==> src/rtl/uart_tx_arbiter.sv <==
// Round-robin arbiter sharing one UART transmitter between NUM_REQ byte sources.
// One DATA_VALID pulse per frame, then waits for Busy to clear; a watchdog drops unacknowledged bytes.
module uart_tx_arbiter #(
    parameter int unsigned NUM_REQ     = 4,
    parameter int unsigned DATA_WIDTH  = 8,
    parameter int unsigned ACK_TIMEOUT = 15
) (
    input  logic                          i_clk,
    input  logic                          i_rst,
    input  logic [NUM_REQ-1:0]            i_req_valid,
    input  logic [NUM_REQ*DATA_WIDTH-1:0] i_req_data,
    output logic [NUM_REQ-1:0]            o_req_ready,
    input  logic                          i_tx_busy,
    output logic [DATA_WIDTH-1:0]         o_tx_data,
    output logic                          o_tx_valid,
    output logic [$clog2(NUM_REQ)-1:0]    o_grant_id,
    output logic                          o_active,
    output logic                          o_timeout_err
);

    localparam int unsigned PTR_W = $clog2(NUM_REQ);
    localparam int unsigned CNT_W = $clog2(ACK_TIMEOUT + 1);

    typedef enum logic [1:0] {
        S_IDLE,
        S_ISSUE,
        S_WAIT_ACK,
        S_WAIT_DONE
    } state_t;

    state_t                r_state;
    logic [PTR_W-1:0]      r_rr_ptr;
    logic [CNT_W-1:0]      r_cnt;
    logic [DATA_WIDTH-1:0] r_tx_data;
    logic                  r_tx_valid;
    logic [NUM_REQ-1:0]    r_req_ready;
    logic [PTR_W-1:0]      r_grant_id;
    logic                  r_active;
    logic                  r_timeout_err;

    logic                  w_found;
    logic [PTR_W-1:0]      w_winner;
    logic [DATA_WIDTH-1:0] w_win_data;
    logic [NUM_REQ-1:0]    w_onehot;
    logic [PTR_W-1:0]      w_next_ptr;

    // Requester index rr_ptr+off, wrapped modulo NUM_REQ (non-power-of-two safe).
    function automatic logic [PTR_W-1:0] wrap_idx(input logic [PTR_W-1:0] base, input int off);
        int sum;
        sum = int'(base) + off;
        if (sum >= int'(NUM_REQ)) begin
            sum = sum - int'(NUM_REQ);
        end
        return PTR_W'(sum);
    endfunction

    // First valid requester at or above rr_ptr, cyclically, and its byte.
    always_comb begin
        w_found    = 1'b0;
        w_winner   = '0;
        w_win_data = '0;
        for (int k = 0; k < int'(NUM_REQ); k++) begin
            if (!w_found && i_req_valid[wrap_idx(r_rr_ptr, k)]) begin
                w_found  = 1'b1;
                w_winner = wrap_idx(r_rr_ptr, k);
            end
        end
        for (int i = 0; i < int'(NUM_REQ); i++) begin
            if (w_winner == PTR_W'(i)) begin
                w_win_data = i_req_data[i*DATA_WIDTH +: DATA_WIDTH];
            end
        end
    end

    assign w_onehot   = NUM_REQ'(1) << w_winner;
    assign w_next_ptr = (r_grant_id == PTR_W'(NUM_REQ - 1)) ? '0 : r_grant_id + PTR_W'(1);

    always_ff @(posedge i_clk) begin
        if (i_rst) begin
            r_state       <= S_IDLE;
            r_rr_ptr      <= '0;
            r_cnt         <= '0;
            r_tx_data     <= '0;
            r_tx_valid    <= 1'b0;
            r_req_ready   <= '0;
            r_grant_id    <= '0;
            r_active      <= 1'b0;
            r_timeout_err <= 1'b0;
        end else begin
            r_req_ready   <= '0;
            r_tx_valid    <= 1'b0;
            r_timeout_err <= 1'b0;
            case (r_state)
                S_IDLE: begin
                    if (w_found && !i_tx_busy) begin
                        r_req_ready <= w_onehot;
                        r_tx_data   <= w_win_data;
                        r_grant_id  <= w_winner;
                        r_active    <= 1'b1;
                        r_state     <= S_ISSUE;
                    end
                end
                S_ISSUE: begin
                    r_tx_valid <= 1'b1;
                    r_cnt      <= '0;
                    r_state    <= S_WAIT_ACK;
                end
                S_WAIT_ACK: begin
                    // Acknowledgement takes priority over an expiring watchdog.
                    if (i_tx_busy) begin
                        r_state <= S_WAIT_DONE;
                    end else if (r_cnt == CNT_W'(ACK_TIMEOUT)) begin
                        r_timeout_err <= 1'b1;
                        r_rr_ptr      <= w_next_ptr;
                        r_active      <= 1'b0;
                        r_state       <= S_IDLE;
                    end else begin
                        r_cnt <= r_cnt + CNT_W'(1);
                    end
                end
                S_WAIT_DONE: begin
                    if (!i_tx_busy) begin
                        r_rr_ptr <= w_next_ptr;
                        r_active <= 1'b0;
                        r_state  <= S_IDLE;
                    end
                end
                default: begin
                    r_active <= 1'b0;
                    r_state  <= S_IDLE;
                end
            endcase
        end
    end

    assign o_req_ready   = r_req_ready;
    assign o_tx_data     = r_tx_data;
    assign o_tx_valid    = r_tx_valid;
    assign o_grant_id    = r_grant_id;
    assign o_active      = r_active;
    assign o_timeout_err = r_timeout_err;

endmodule

==> config.mk <==
export PLATFORM = sky130hd
export DESIGN_NAME = uart_tx_arbiter
export DESIGN_NICKNAME = d
export VERILOG_FILES = /design/src/rtl/uart_tx_arbiter.sv
export SDC_FILE = /design/constraint.sdc
export NUM_CORES = 1
export LEC_CHECK = 0
export CAP_MARGIN = 20
export CORE_ASPECT_RATIO = 0.75
export CORE_MARGIN = 2
export CORE_UTILIZATION = 45
export DETAILED_ROUTE_END_ITERATION = 8
export MAX_ROUTING_LAYER = met4
export PLACE_DENSITY = 0.8
export RECOVER_POWER = 100
export SYNTH_ARGS = -nofsm -noshare
export SYNTH_HDL_FRONTEND = slang
export SYNTH_SLANG_ARGS = --single-unit
==> constraint.sdc <==
create_clock -name i_clk -period 3.9 [get_ports i_clk]
set_input_delay 0.39 -clock i_clk [delete_from_list [all_inputs] [get_ports i_clk]]
set_output_delay 0.39 -clock i_clk [all_outputs]
set_load 0.01 [all_outputs]
==> reports/metrics.csv, run 1 <==
stage,metric,value,unit
power_and_ir_drop,p_leak,0.778,nW
synthesis,synth_top_cells_by_count,"sky130_fd_sc_hd__dfxtp_1, sky130_fd_sc_hd__mux2i_1, sky130_fd_sc_hd__nor2_1",
clock_network,cts_resized,0,
synthesis,main_area_contributors,"sky130_fd_sc_hd__dfxtp_1, sky130_fd_sc_hd__mux2i_1, sky130_fd_sc_hd__o221ai_2",
final_timing,max_freq,0.416,GHz
route,route.final.wire_length,3270,um
synthesis,synth.mux.area_fraction,0.150,
die,width_of_the_die,66.8,um
synthesis,number_of_warnings_reported_in_the_yosys_synthesis_log,0,
critical_path,critical_path.reg2reg.startpoint,r_rr_ptr[1],
final_timing,timing.setup.tns,0,ns
power_and_ir_drop,powerDensity,344,nW/um^2
layout,number_of_flip_flops_under_the_largest_register_name,8,
final_timing,period_needed,2.40,ns
layout,final_layout_size_suffix_gt1_frac,0.0700,
final_timing,layout_setup_ws,1.50,ns
synthesis,net_count_entering_floorplan,190,
route,iteration_0_drc_markers,42,
synthesis,synth_sequential_area_ratio,0.376,
route,num_vias,1237,
critical_path,critPathRequiredTime,4.04,ns
route,detail_route.first_pass.iterations,4,
layout,flow.area_growth_from_synthesis,46.4,%
synthesis,largest_non_sequential_cell_family_by_area,simple AND/OR/NAND/NOR gates,
synthesis,yosysTopAreaCell,sky130_fd_sc_hd__dfxtp_1,
outcome,run_status,completed,
placement,portBuffers,55,
synthesis,most_common_cell,sky130_fd_sc_hd__dfxtp_1,
final_timing,finalClockPeriodUsage,0.616,
clock_network,numClockSinks,25,
critical_path,critical_path_class,input port to flop,
synthesis,yosys_register_bits,25,
critical_path,worst-r2r-cell-count,5,
synthesis,synthCells,145,
synthesis,enable_flop_cells,0,
route,route.detailed.vias_per_inst,5.20,
placement,post_dp_cell_area,1910,um^2
clock_network,tritoncts_clock_tree,yes,
grt,grt_max_degree,18,
placement,dp_slack,1.28,ns
synthesis,yosys_most_used_dff,sky130_fd_sc_hd__dfxtp_1,
final_timing,finalHoldViolations,0,
route,ant_nets,0,
clock_network,worst_setup_hold_path_clk_slew,0.09,ns
synthesis,parity_gate_share_of_the_synthesized_area_counting_xor_and_xnor_cells,0.0131,
critical_path,critPathCapture,o_tx_data[5],
grt,grt.total_usage,0.211,
clock_network,clk_root_buffer_cell,sky130_fd_sc_hd__clkbuf_8,
synthesis,ys_cells,145,
flow_run,stage_log_warnings,29,
synthesis,synth_async_sr_flop_share,0,
critical_path,crit_start,i_req_valid[1],
critical_path,ff2ff_setup_slack,1.85,ns
die,fp_util,0.464,
synthesis,synth.avg_cell_area,9.19,um^2
final_timing,setup_viol,0,
critical_path,reg2reg_to,o_tx_data[5],
final_timing,pin_slew_with_the_least_headroom_to_its_limit,0.921,ns
die,chip_area,3420,um^2
power_and_ir_drop,ir_worst_vdd,0.000253,V
critical_path,path_max_fanout,17,
critical_path,cp-start-kind,input port,
clock_network,holdBufCountCts,0,
placement,number_of_cells_after_detailed_placement,234,
hold_path,worst_hold_path_type,flop to flop,
placement,gp_congestion,0.859,
synthesis,synth.yosys.chip_area,1330,um^2
critical_path,critical_path.endpoint_type,flop,
final_timing,slew_violations,0,
synthesis,netlist-cell-type-count,27,
route,detail_route.wl_per_cell,13.7,um
synthesis,compound_area_frac,0.177,
grt,grt_pass1_wl,5240,um
final_timing,rsz0062_at_grt,false,
critical_path,worst-endpoint-arrival,2.55,ns
synthesis,yosys.area_share.simple,0.186,
clock_network,cts_inserted_buffers,3,
clock_network,cts_buffer_depth,2,
synthesis,cell_area_after_technology_mapping,1330,um^2
route,remaining_drc_errors,0,
clock_network,post-cts-setup-buffers,0,
## run 1: layout by cell type (no fill, tap or decap)
cell and n:
sky130_fd_sc_hd__nand2b_1 4, sky130_fd_sc_hd__ha_1 6, sky130_fd_sc_hd__nand4_1 2, sky130_fd_sc_hd__o22a_1 1
sky130_fd_sc_hd__dlygate4sd3_1 19, sky130_fd_sc_hd__dfxtp_1 25, sky130_fd_sc_hd__nand2_1 13, sky130_fd_sc_hd__a21o_2 1
sky130_fd_sc_hd__a211oi_1 1, sky130_fd_sc_hd__or3b_1 1, sky130_fd_sc_hd__nor3_1 3, sky130_fd_sc_hd__a21oi_1 9
sky130_fd_sc_hd__clkdlybuf4s50_1 36, sky130_fd_sc_hd__inv_1 7, sky130_fd_sc_hd__clkinv_2 1, sky130_fd_sc_hd__xor2_1 2
sky130_fd_sc_hd__o22ai_1 1, sky130_fd_sc_hd__nor2_1 17, sky130_fd_sc_hd__mux2i_1 20, sky130_fd_sc_hd__nor2b_1 4
sky130_fd_sc_hd__o221ai_2 8, sky130_fd_sc_hd__nand3_1 6, sky130_fd_sc_hd__a211oi_2 1, sky130_fd_sc_hd__a31oi_1 1
sky130_fd_sc_hd__nor4_1 1, sky130_fd_sc_hd__clkbuf_8 3, sky130_fd_sc_hd__or3_1 2, sky130_fd_sc_hd__clkbuf_1 1
sky130_fd_sc_hd__o21ai_0 4
## run 1: how the worst min path moves through the flow
stage	to	depth (start not counted)	slack, ns	start
floorplan	o_tx_valid	1	0.46	i_rst
global placement	o_tx_data[3]	2	0.45	o_tx_data[3]
detailed placement	o_tx_data[2]	2	0.45	o_tx_data[2]
CTS	o_tx_data[4]	2	0.48	o_tx_data[4]
global route	o_tx_data[2]	2	0.50	o_tx_data[2]
finish	o_tx_data[3]	2	0.47	o_tx_data[3]
## run 1: layout make-up
type | count | area, um^2 | area share
clock buffers | 3 | 41.3 | 0.0212
clock inverters | 1 | 5.00 | 0.00257
inverters | 7 | 26.3 | 0.0135
multi-input cells | 108 | 776 | 0.398
flip-flops and latches | 25 | 500 | 0.257
well taps | 38 | 47.5 | 0.0244
repair buffers | 56 | 554 | 0.284
## run 1: power by group
group	switching (W)	leakage (nW)	total, W	internal, W
registers	0.0000155	0.204	0.000297	0.000282
clock network	0.0000801	0.0255	0.000152	0.0000714
logic	0.000108	0.549	0.000223	0.000114
total	0.000204	0.778	0.000672	0.000468
## run 1: metrics by stage
stage / power [W] / utilization
floorplan: 0.000427 / -
global placement: 0.000526 / 0.664
detailed placement: 0.000536 / 0.664
CTS: 0.000688 / 0.681
global route: 0.000713 / 0.679
finish: 0.000672 / 0.679
## run 1: critical path: stages
cell and delay (ns):
sky130_fd_sc_hd__dlygate4sd3_1 0.60, sky130_fd_sc_hd__a21o_2 0.20, sky130_fd_sc_hd__a21oi_1 0.13, sky130_fd_sc_hd__o22a_1 0.76
sky130_fd_sc_hd__mux2i_1 0.34, sky130_fd_sc_hd__o221ai_2 0.11
## run 1: per-layer routing
layer  track usage  vias up  routed length [um]
met5             -        -                   0
met4        0.0510        0                  27
met3        0.0463        2                 151
met2         0.363       34                1700
met1         0.252      575                1390
li1              -      626                   -
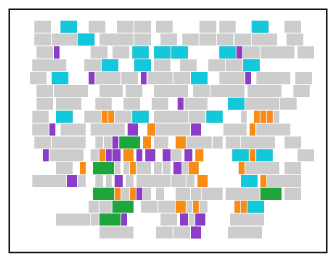
Figure 1: run 1, gate families picked out.
family	colour	cells	most used
NAND gates	purple	25	nand2_1
NOR gates	orange	25	nor2_1
multiplexers	cyan	20	mux2i_1
adder and majority cells	green	6	ha_1
multi-input gate share of the layout cell area: 0.398
most instantiated logic cell after routing: sky130_fd_sc_hd__clkdlybuf4s50_1
post-route non-filler standard cell count: 238

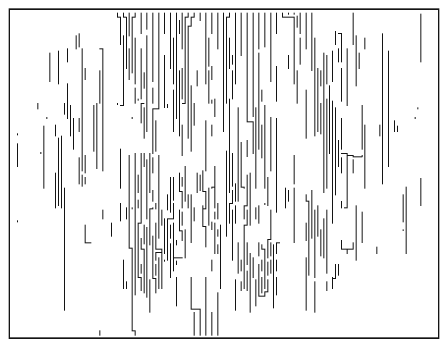
Figure 2: run 1, signal wires on met2.
longest straight run	23.5 um
nets with wire on the layer	206
main direction	vertical
wire length on this layer	1,700 um
share of all routed wire	52%

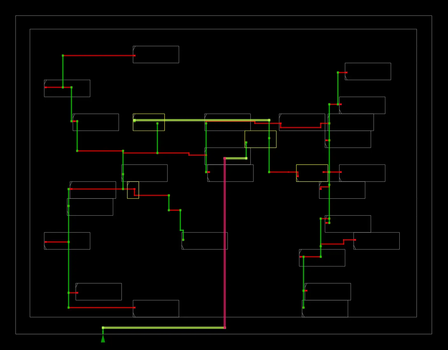
Figure 3: run 1, clock nets.
seq_cells: 25
CLK BUF: 3
insertion delay to the later sink of the worst-skew pair: 0.27 ns

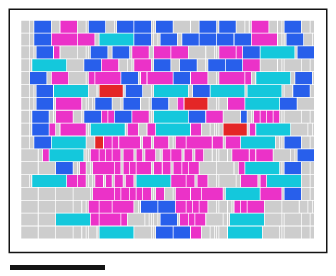
Figure 4: run 1, cells coloured by class.
Scale bar: 20 um. Fill, decap, tap and diode cells in grey.
class	colour	cells
other buffers and delay cells	blue	56
clock drivers and dummy loads	red	4
flip-flops	cyan	25
all other logic	magenta	115
Design Area, Final: 1950 um^2
area of the core: 2870 um^2
final core utilization: 0.679
fraction of area in registers: 0.257
number of placement rows: 17

Figure 5. Cells by drive strength (run 1).
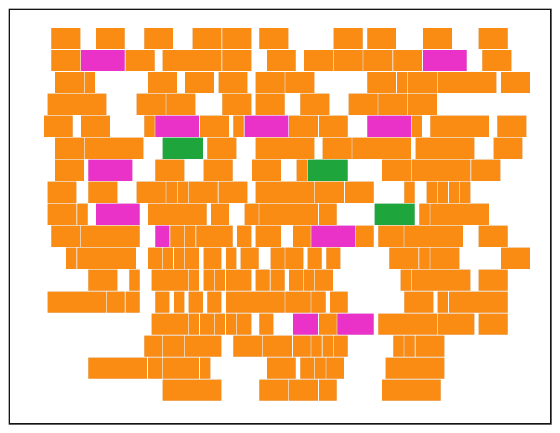

==> run 1 -> run 2 <==
--- a/config.mk
+++ b/config.mk
@@ -8,10 +8,10 @@
 export CAP_MARGIN = 20
 export CORE_ASPECT_RATIO = 0.75
 export CORE_MARGIN = 2
-export CORE_UTILIZATION = 45
+export CORE_UTILIZATION = 38
 export DETAILED_ROUTE_END_ITERATION = 8
 export MAX_ROUTING_LAYER = met4
-export PLACE_DENSITY = 0.8
+export PLACE_DENSITY = 0.72
 export RECOVER_POWER = 100
 export SYNTH_ARGS = -nofsm -noshare
 export SYNTH_HDL_FRONTEND = slang
==> constraint.sdc (replaced) <==
create_clock -name i_clk -period 2.1 [get_ports i_clk]
set_input_delay 0.21 -clock i_clk [delete_from_list [all_inputs] [get_ports i_clk]]
set_output_delay 0.21 -clock i_clk [all_outputs]
set_load 0.01 [all_outputs]
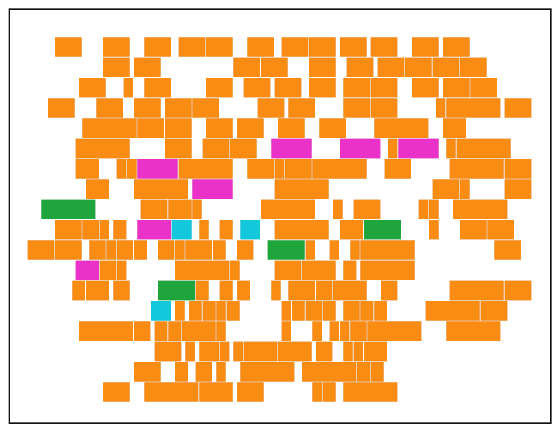
Figure 6: run 2, cells by drive strength.
size	colour	cells	most used
drive 3 to 4	cyan	3	buf_4
drive 6 and up	green	4	clkbuf_8
drive 2	magenta	7	o221ai_2
drive 1 or less	orange	189	clkdlybuf4s50_1

==> run 2 against run 1 <==
Effect of this change:
- non-clock buffer count increased by 3
- largest power group unchanged
- first-iteration DRC count rose to 2.5 times the previous value
- highest routed layer unchanged
- largest cell class unchanged
- power rose by 88%
- via count rose by 2.7%
- synthesized area stayed put
- synthesized cell count unchanged
==> reports/metrics.csv, run 2 <==
stage,metric,value,unit
critical_path,critical_path.reg2reg.startpoint,r_rr_ptr[0],
outcome,run_status,completed,
route,route.final.wire_length,3410,um
die,chip_area,4000,um^2
synthesis,yosys_most_used_dff,sky130_fd_sc_hd__dfxtp_1,
placement,gp_congestion,0.814,
clock_network,numClockSinks,25,
layout,final_core_utilization,0.596,
critical_path,worst-endpoint-arrival,2.02,ns
synthesis,cell_area_after_technology_mapping,1330,um^2
critical_path,critical_path.endpoint_type,flop,
route,detail_route.first_pass.iterations,4,
layout,lay_top_count,sky130_fd_sc_hd__clkdlybuf4s50_1,
layout,sequential_cell_area,500,um^2
synthesis,yosysTopAreaCell,sky130_fd_sc_hd__dfxtp_1,
critical_path,critPathCapture,o_tx_data[1],
route,detail_route.wl_per_cell,14.0,um
layout,final_layout_size_suffix_gt1_frac,0.0690,
power_and_ir_drop,p_leak,0.790,nW
final_timing,pin_slew_with_the_least_headroom_to_its_limit,0.460,ns
critical_path,critical_path.slowest_cell,sky130_fd_sc_hd__or3b_1,
critical_path,critical_path.max_stage_delay,0.59,ns
synthesis,synth_sequential_area_ratio,0.376,
clock_network,clk_root_buffer_cell,sky130_fd_sc_hd__clkbuf_8,
power_and_ir_drop,total_power,0.00126,W
final_timing,max_freq,0.548,GHz
route,route.detailed.vias_per_inst,5.23,
synthesis,netlist-cell-type-count,27,
final_timing,finalClockPeriodUsage,0.869,
synthesis,net_count_entering_floorplan,190,
clock_network,post-cts-setup-buffers,0,
placement,post_dp_cell_area,1950,um^2
placement,portBuffers,55,
grt,grt_pass1_wl,5640,um
critical_path,ff2ff_setup_slack,0.32,ns
critical_path,critical_path_class,input port to flop,
final_timing,setup_viol,0,
final_timing,finalHoldViolations,0,
synthesis,most_common_cell,sky130_fd_sc_hd__dfxtp_1,
-- run 2: cell counts after synthesis --
No cell type changed its count.
-- run 2: layout make-up --
class,instances,share of cell area
clock buffer,3,0.0209
clock inverter,1,0.00381
inverter,7,0.0133
multi-input combinational,108,0.384
sequential,25,0.254
tap,40,0.0254
timing repair buffer,59,0.299
-- run 2: cells by family after synthesis --
logic type	after synthesis	synth area share
multiplexers	20	0.150
flip-flops	25	0.376
adder cells (fa/ha/maj)	6	0.0563
buffers and inverters	12	0.0423
AND-OR/OR-AND	27	0.177
AND/OR/NAND/NOR	53	0.186
XOR/XNOR	2	0.0131
-- run 2: through the flow --
stage / setup WS (ns) / hold slack, ns / cells
after floorplan: 0.546 / 0.282 / 145
after global placement: 0.0460 / 0.449 / 239
after detailed placement: 0.00274 / 0.451 / 239
after CTS: 0.280 / 0.480 / 243
after global routing: 0.194 / 0.503 / 243
final: 0.275 / 0.469 / 243
-- run 2: worst min-delay path by stage --
| stage | from | endpoint | slack [ns] | cells past startpoint |
|---|---|---|---|---|
| after global routing | o_tx_data[3] | o_tx_data[3] | 0.50 | 2 |
| final | o_tx_data[4] | o_tx_data[4] | 0.47 | 2 |
| after detailed placement | o_tx_data[0] | o_tx_data[0] | 0.45 | 2 |
| after CTS | o_tx_data[2] | o_tx_data[2] | 0.48 | 2 |
| after global placement | o_tx_data[4] | o_tx_data[4] | 0.45 | 2 |
| after floorplan | i_rst | o_tx_valid | 0.28 | 1 |
-- run 2: worst register-to-register path, delay by kind of cell (launching register included) --
kind,cells,cell delay (ns)
AOI/OAI and AO/OA,3,0.55
and+or+nand+nor,2,0.73
DFF,1,0.41
-- run 2: power breakdown --
group	switching [W]	leakage, nW	internal, W
combinational	0.000191	0.564	0.000219
clock	0.000164	0.0217	0.000135
sequential	0.0000283	0.204	0.000524
total	0.000383	0.790	0.000877
-- run 2: per-layer routing --
metal | up-vias | global-route usage | part of all wire
met5 | - | - | 0
met4 | 0 | 0.0397 | 0.012
met3 | 4 | 0.0383 | 0.038
met2 | 31 | 0.290 | 0.49
met1 | 598 | 0.241 | 0.46
li1 | 637 | - | -
Figure 7. Clock nets (run 2).
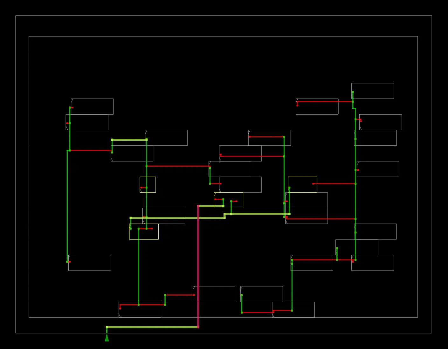

==> run 2 -> run 3 <==
--- a/config.mk
+++ b/config.mk
@@ -5,13 +5,14 @@
 export SDC_FILE = /design/constraint.sdc
 export NUM_CORES = 1
 export LEC_CHECK = 0
+export ABC_AREA = 1
 export CAP_MARGIN = 20
 export CORE_ASPECT_RATIO = 0.75
 export CORE_MARGIN = 2
-export CORE_UTILIZATION = 38
+export CORE_UTILIZATION = 41
 export DETAILED_ROUTE_END_ITERATION = 8
 export MAX_ROUTING_LAYER = met4
-export PLACE_DENSITY = 0.72
+export PLACE_DENSITY = 0.82
 export RECOVER_POWER = 100
 export SYNTH_ARGS = -nofsm -noshare
 export SYNTH_HDL_FRONTEND = slang
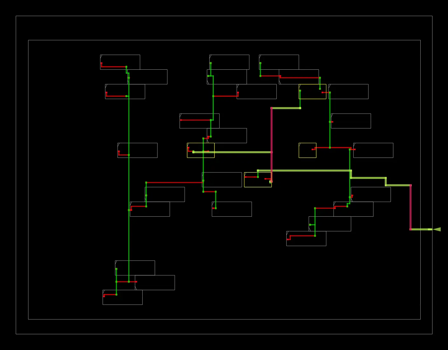
Figure 8: run 3, clock nets.
worst clock skew: 0.0123 ns
clk sinks: 25
clock buffers created by TritonCTS: 3

==> run 3 against run 2 <==
Effect of this change:
- clock power grew 2%
- cell count grew 50%
- sequential power grew 26%
- power grew 120%
- non-clock buffer count grew 4
- via count grew 41%
- global-route usage grew 2.1 points
- combinational power grew to 4.4 times the previous value
- critical path depth grew 7
- first-iteration DRC count grew 25%
- critical endpoint is now o_tx_data[5]
- largest cell class unchanged
==> reports/metrics.csv, run 3 <==
stage,metric,value,unit
outcome,run_status,completed,
layout,lay_top_cells,"sky130_fd_sc_hd__nand2_1, sky130_fd_sc_hd__clkdlybuf4s50_1, sky130_fd_sc_hd__inv_1, sky130_fd_sc_hd__nand3_1, sky130_fd_sc_hd__dfxtp_1",
final_timing,setup_viol,0,
die,chip_area,4540,um^2
placement,portBuffers,55,
synthesis,number_of_warnings_reported_in_the_yosys_synthesis_log,0,
grt,grt.total_usage,0.203,
power_and_ir_drop,internal-power,0.00147,W
route,detail_route.first_pass.iterations,4,
critical_path,worst-r2r-cell-count,13,
final_timing,finalHoldViolations,0,
critical_path,critPathRequiredTime,2.32,ns
route,route.final.wire_length,4220,um
critical_path,cp-start-kind,flop,
hold_path,worst_hold_path.num_cells,2,
power_and_ir_drop,p_leak,1.13,nW
power_and_ir_drop,ir_worst_vdd,0.000528,V
power_and_ir_drop,power.share.switching,0.479,
critical_path,critical_path_class,flop to flop,
critical_path,timing.critical_path.cells,buf_4 > nand2_2 > nand3_1 > nand2_2 > nor2_4 > nand3_2 > nand2_2 > nand2_4 > inv_2 > o21ai_0 > nand3_1 > nand2_1 > a21oi_1,
die,width_of_the_die,77.2,um
power_and_ir_drop,total_power,0.00282,W
critical_path,ff2ff_setup_slack,0.16,ns
synthesis,most_common_cell,sky130_fd_sc_hd__nand2_1,
synthesis,synthCells,251,
synthesis,synth_async_sr_flop_share,0,
placement,number_of_cells_after_detailed_placement,361,
clock_network,clk_root_buffer_cell,sky130_fd_sc_hd__clkbuf_8,
layout,flow.area_growth_from_synthesis,41.0,%
power_and_ir_drop,clkPwrFrac,0.107,
flow_run,stage_log_warnings,29,
hold_path,worstHoldStart,o_active,
critical_path,critical-path-top-cell-by-count,sky130_fd_sc_hd__nand2_2,
final_timing,layout_setup_ws,0.162,ns
synthesis,yosys_most_used_dff,sky130_fd_sc_hd__dfxtp_1,
route,ant_nets,0,
[run 3: power by group through the flow]
| stage | sequential, W | combinational [W] | clock (W) |
|---|---|---|---|
| CTS | 0.000701 | 0.00187 | 0.000310 |
| floorplan | 0.000737 | 0.00125 | 0 |
| finish | 0.000698 | 0.00182 | 0.000303 |
| global placement | 0.000707 | 0.00181 | 0 |
| detailed placement | 0.000708 | 0.00186 | 0 |
| global route | 0.000717 | 0.00205 | 0.000331 |
[run 3: stage by stage]
step | area (um^2) | util | hold slack (ns)
2_1_floorplan | 1650 | - | 0.288
3_3_place_gp | 2280 | 0.608 | 0.447
3_5_place_dp | 2280 | 0.608 | 0.459
4_1_cts | 2330 | 0.621 | 0.472
5_1_grt | 2320 | 0.618 | 0.491
6_report | 2320 | 0.618 | 0.465
[run 3: final cells by class]
type	instances	area, um^2	share of cell area
multi-input cells	182	951	0.410
repair buffers	63	607	0.261
flip-flops and latches	25	502	0.216
inverters	39	146	0.0631
well taps	52	65.1	0.0280
clock buffers	3	41.3	0.0178
clock inverters	1	8.76	0.00377
[run 3: how the worst max path moves through the flow]
stage | slack, ns | end | from
2_1_floorplan | 0.43 | o_tx_data[1] | r_rr_ptr[0]
3_3_place_gp | 0.06 | o_tx_data[3] | i_req_valid[3]
3_5_place_dp | -0.03 | o_tx_data[3] | i_req_valid[2]
4_1_cts | 0.20 | o_tx_data[5] | r_rr_ptr[0]
5_1_grt | 0.002 | o_tx_data[7] | r_rr_ptr[0]
6_report | 0.16 | o_tx_data[5] | r_rr_ptr[0]
[run 3: repair_timing]
item | CTS | global route
resized | 0 | 3
setup endpoints to repair | 0 | 1
hold buffers | 0 | 0
[run 3: routing by layer]
| metal | wire length (um) | share of wire | vias up | track usage |
|---|---|---|---|---|
| met5 | 0 | 0 | - | - |
| met4 | 47 | 0.011 | 0 | 0.0587 |
| met3 | 297 | 0.070 | 9 | 0.0414 |
| met2 | 1940 | 0.46 | 76 | 0.328 |
| met1 | 1940 | 0.46 | 784 | 0.262 |
| li1 | - | - | 927 | - |
[run 3: worst reg2reg max path, cell delays in order, from the launching register on]
cell and delay [ns]:
sky130_fd_sc_hd__dfxtp_1 0.35, sky130_fd_sc_hd__buf_4 0.18, sky130_fd_sc_hd__nand2_2 0.07, sky130_fd_sc_hd__nand3_1 0.14
sky130_fd_sc_hd__nand2_2 0.12, sky130_fd_sc_hd__nor2_4 0.17, sky130_fd_sc_hd__nand3_2 0.10, sky130_fd_sc_hd__nand2_2 0.09
sky130_fd_sc_hd__nand2_4 0.12, sky130_fd_sc_hd__inv_2 0.16, sky130_fd_sc_hd__o21ai_0 0.12, sky130_fd_sc_hd__nand3_1 0.09
sky130_fd_sc_hd__nand2_1 0.05, sky130_fd_sc_hd__a21oi_1 0.12
[run 3: cell families after synthesis]
| logic type | Yosys count | synth area share |
|---|---|---|
| buffers and inverters | 44 | 0.112 |
| adder cells (fa/ha/maj) | 6 | 0.0456 |
| AND-OR/OR-AND | 37 | 0.130 |
| AND/OR/NAND/NOR | 138 | 0.403 |
| XOR/XNOR | 1 | 0.00532 |
| flip-flops | 25 | 0.304 |
Power figures rest on the tool's default switching activity, not on a simulated workload.
